### Cell placement, run 1

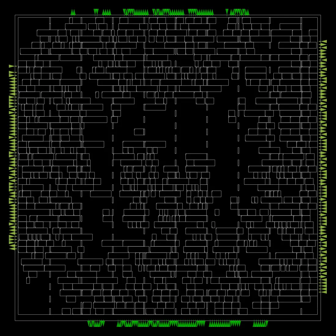
### Wires at chosen ports, followed through buffers, run 1

Scale: 2 px per um.
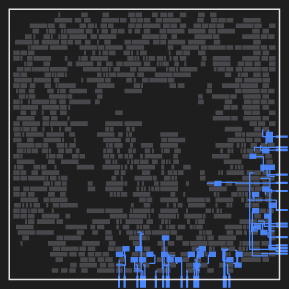
### Cells by drive strength, run 1

Scale: 4 px per um.
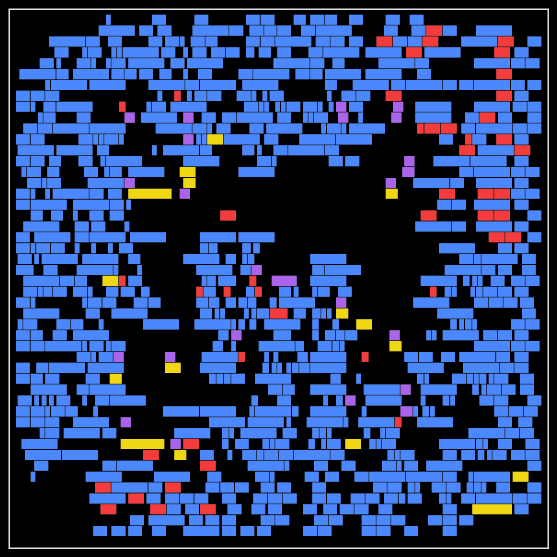
==> config.mk <==
export PLATFORM = sky130hd
export DESIGN_NAME = mem_port_arbiter
export DESIGN_NICKNAME = d
export VERILOG_FILES = /design/src/rtl/mem_arb_pkg.sv /design/src/rtl/mem_arb_watchdog.sv /design/src/rtl/mem_port_arbiter.sv
export SDC_FILE = /design/constraint.sdc
export NUM_CORES = 1
export LEC_CHECK = 0
export CAP_MARGIN = 5
export CORE_UTILIZATION = 35
export CTS_BUF_LIST = sky130_fd_sc_hd__clkbuf_4
export DETAILED_ROUTE_END_ITERATION = 12
export GPL_TIMING_DRIVEN = 0
export PLACE_DENSITY = 0.69
export SYNTH_ARGS = -nofsm -noshare
export SYNTH_HDL_FRONTEND = slang
export SYNTH_SLANG_ARGS = --single-unit
==> constraint.sdc <==
create_clock -name clk -period 2.56 [get_ports clk]
set_input_delay 0.256 -clock clk [delete_from_list [all_inputs] [get_ports clk]]
set_output_delay 0.256 -clock clk [all_outputs]
set_load 0.1 [all_outputs]
==> flow_summary_export.csv, run 1 <==
group,metric,value,unit
outcome,status,"completed",
grt,antenna_found_initial,0,
clocking,cts_tree,"built",
clocking,cts.sinks,147,
clocking,cts-htree-levels,4,
sta,fmax,0.4093,GHz
clocking,clock.latency.late_pin,0.53,ns
critical_path,path_buffers,1,
routing,vias_per_cell,4.792,
critical_path,reg2regPathDepth,7,
critical_path,end_kind,"output port",
routing,wl,16.86,mm
placement,dp.cells,1004,
critical_path,cp.required,2.30,ns
flow_run,maxCapViolations,0,
critical_path,r2r_slack,0.50,ns
critical_path,critPathTopFamily,"buffers and inverters",
final_layout,drive_gt1_share,10.71,%
-- 'Cell placement' (at the start) --
tap cells: 225
flip-flops: 147

-- 'Wires at chosen ports, followed through buffers' (at the start) --
colour	port	direction	end cells	buffers	wire
blue	d_addr	input	32	32	692 um
IO Count: 270
IO Port Bufs: 269

-- 'Cells by drive strength' (at the start) --
colour	size	cells
yellow	drive 6 and up	16
purple	drive 3 to 4	24
red	drive 2	47
blue	drive 1 or less	725
Design Area, Final: 0.009449 mm2
Signal buffers: 304
Synth-to-Final Area Change: 54.12%
Final WS setup: 0.1168 ns

run 1: worst reg2reg max path: cells and delay by family (launching register included):
kind	cells	cell delay, ns
DFF	1	0.34
buffers and inverters	3	1.06
and+or+nand+nor	2	0.22
AOI/OAI and AO/OA	2	0.37
run 1: timing repair:
action,in CTS,in global routing
resized,0,1
hold endpoints to repair,68,0
setup endpoints to repair,0,1
hold buffers,1,0
run 1: placed cells by master, fill, tap and decap left out, drive strengths merged, types with 3 or more instances in the layout:
| cell | synthesis | final |
|---|---|---|
| clkbuf | 15 | 33 |
| a22o | 33 | 33 |
| buf | 18 | 20 |
| clkdlybuf4s50 | 0 | 267 |
| o31ai | 3 | 3 |
| nor2 | 6 | 6 |
| mux2i | 66 | 66 |
| a21oi | 5 | 5 |
| o21ai | 37 | 37 |
| mux2 | 33 | 33 |
| nor2b | 5 | 5 |
| nand2 | 74 | 74 |
| dfrtp | 147 | 147 |
| inv | 34 | 42 |
| nor3 | 3 | 3 |
run 1: per-stage QoR:
stage	hold slack, ns	setup TNS (ns)	area [um2]	worst slack (ns)
floorplan	-0.03959	0	6131	0.09333
CTS	0.1926	0	9447	0.02431
finish	0.2691	0	9449	0.1168
global route	0.2175	0	9449	0.002776
global placement	0.4653	-659.30	9105	-4.496
detailed placement	0.2959	0	9134	0.002444
run 1: cell families after synthesis:
| kind of cell | count (synthesis) | synth area share, % |
|---|---|---|
| AOI/OAI and AO/OA | 88 | 10.06 |
| xor gates and xnor gates | 2 | 0.2858 |
| adders and majority gates | 2 | 0.4081 |
| buffers and inverters | 67 | 4.918 |
| DFF | 147 | 60.00 |
| muxes | 99 | 16.84 |
| and+or+nand+nor | 104 | 7.490 |
run 1: metal layers:
metal,global-route usage (%),vias to the layer above,part of all wire (%)
met4,6.742,0,1.1
met1,21.40,2451,40
met3,5.707,15,7.3
met5,0,-,0
li1,-,2336,-
met2,34.00,167,51
run 1: layout make-up:
cell class / count / area, um2
fill: 1474 / 7727
multi-input combinational: 295 / 2151
buffer: 33 / 173.9
sequential: 147 / 3679
clock inverter: 14 / 167.7
inverter: 34 / 127.6
timing repair buffer: 271 / 2734
clock buffer: 18 / 135.1
tap: 225 / 281.5
### Pin map, run 1

Scale: 4 px per um. Pins as bars across the die edge, other pins in grey.
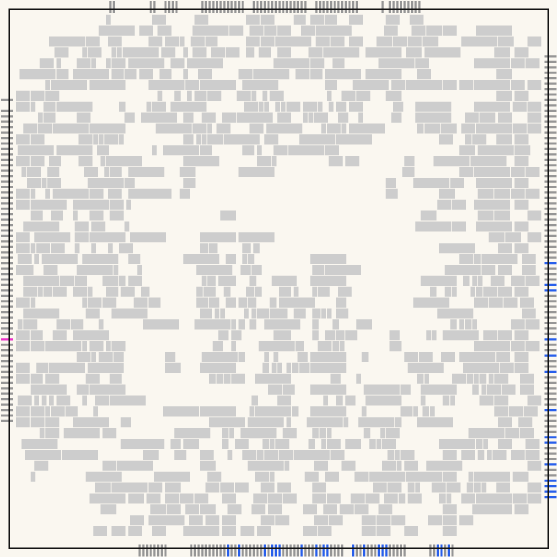

--- run 2 (diff from run 1) ---
Settings changed: DONT_BUFFER_PORTS set to 1, PLACE_DENSITY 0.69 to not set.
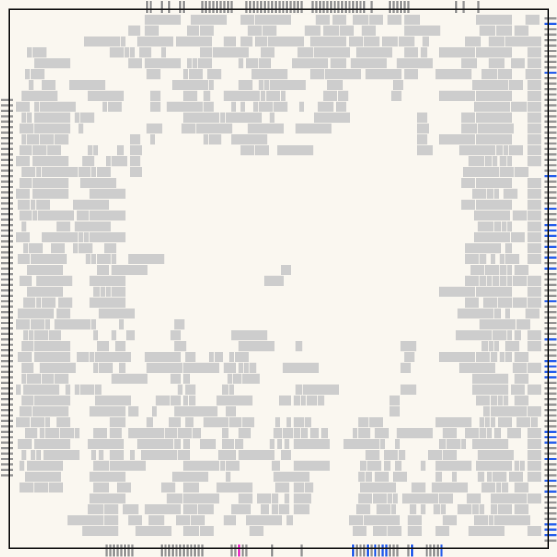
*Pin map, run 2*
Scale: 4 px per um. Pins as bars across the die edge, other pins in grey.
colour	port	pins	direction	edge
blue	d_addr	32	input	25 right, 7 bottom
magenta	i_req	1	input	bottom
chip height: 134.4 um
Die X-Extent: 134.4 um
IO Port Bufs: 0

==> run 2 against run 1 <==
Effect of this change:
- the flow now finishes with violations (hold timing)
- critical endpoint is now i_stall
- sequential cell count is the same
- non-clock buffer count shrank 136
- area after synthesis is the same
- cell area shrank 15%
- first-iteration DRC count grew 85%
- critical path depth shrank 1
- sequential share of layout area grew 6.7 points
- setup slack gained 0.12 ns
==> flow_summary_export.csv, run 2 <==
group,metric,value,unit
critical_path,r2r_slack,0.25,ns
routing,met3_length,1.690,mm
critical_path,cp.required,2.30,ns
sta,fmax,0.4304,GHz
die,ioPinCount,270,
routing,vias_per_cell,5.091,
final_layout,lay_top_count,"dfrtp_1",
final_layout,drive_gt1_share,12.87,%
routing,dr.max_layer_used,"met4",
critical_path,reg2regPathDepth,6,
critical_path,end_kind,"output port",
outcome,status,"finished with violations",
grt,antenna_found_initial,1,
routing,wl_met2,8.334,mm
sta,holdWs,-0.6143,ns
sta,hold_viol_final,147,
clocking,cts_tree,"built",
outcome,violations,"hold timing",
clocking,cts-htree-levels,4,
critical_path,critPathTopFamily,"flip-flops",
## run 2: what timing repair did
action	in CTS	in global routing
hold endpoints to repair	283	147
setup endpoints to repair	2	0
gates resized	2	0
## run 2: cells by family after synthesis
logic type	after synthesis	synth area share [%]
AND/OR/NAND/NOR	104	7.490
XOR/XNOR	2	0.2858
adder cells (fa/ha/maj)	2	0.4081
buffers and inverters	67	4.918
AND-OR/OR-AND	88	10.06
flip-flops	147	60.00
multiplexers	99	16.84
## run 2: area by class of cell
class                           instances  area, um2  share of cell area [%]
Sequential cell                       147       3679                   45.66
Multi-Input combinational cell        295       2166                   26.88
Timing Repair Buffer                  135       1351                   16.77
Tap cell                              225      281.5                   3.494
Buffer                                 33      173.9                   2.159
Clock inverter                         15      147.6                   1.833
Clock buffer                           17      127.6                   1.584
Inverter                               34      127.6                   1.584
Antenna cell                            1      2.502                 0.03106
## run 2: layer usage
| metal | GRT usage [%] | vias to the layer above |
|---|---|---|
| met1 | 20.21 | 2255 |
| li1 | - | 2066 |
| met3 | 7.483 | 26 |
| met4 | 7.491 | 0 |
| met2 | 32.56 | 245 |
| met5 | 0 | - |
## run 2: stage by stage
step / util [%] / TNS (ns) / setup slack [ns] / cell area (um2)
after floorplan: - / 0 / 0.09333 / 6131
after global placement: 37.33 / -0.1326 / -0.1137 / 6412
after detailed placement: 37.36 / 0 / 0.4313 / 6417
after CTS: 46.89 / 0 / 0.1569 / 8054
after global routing: 46.90 / 0 / 0.05681 / 8056
final: 46.90 / 0 / 0.2366 / 8056
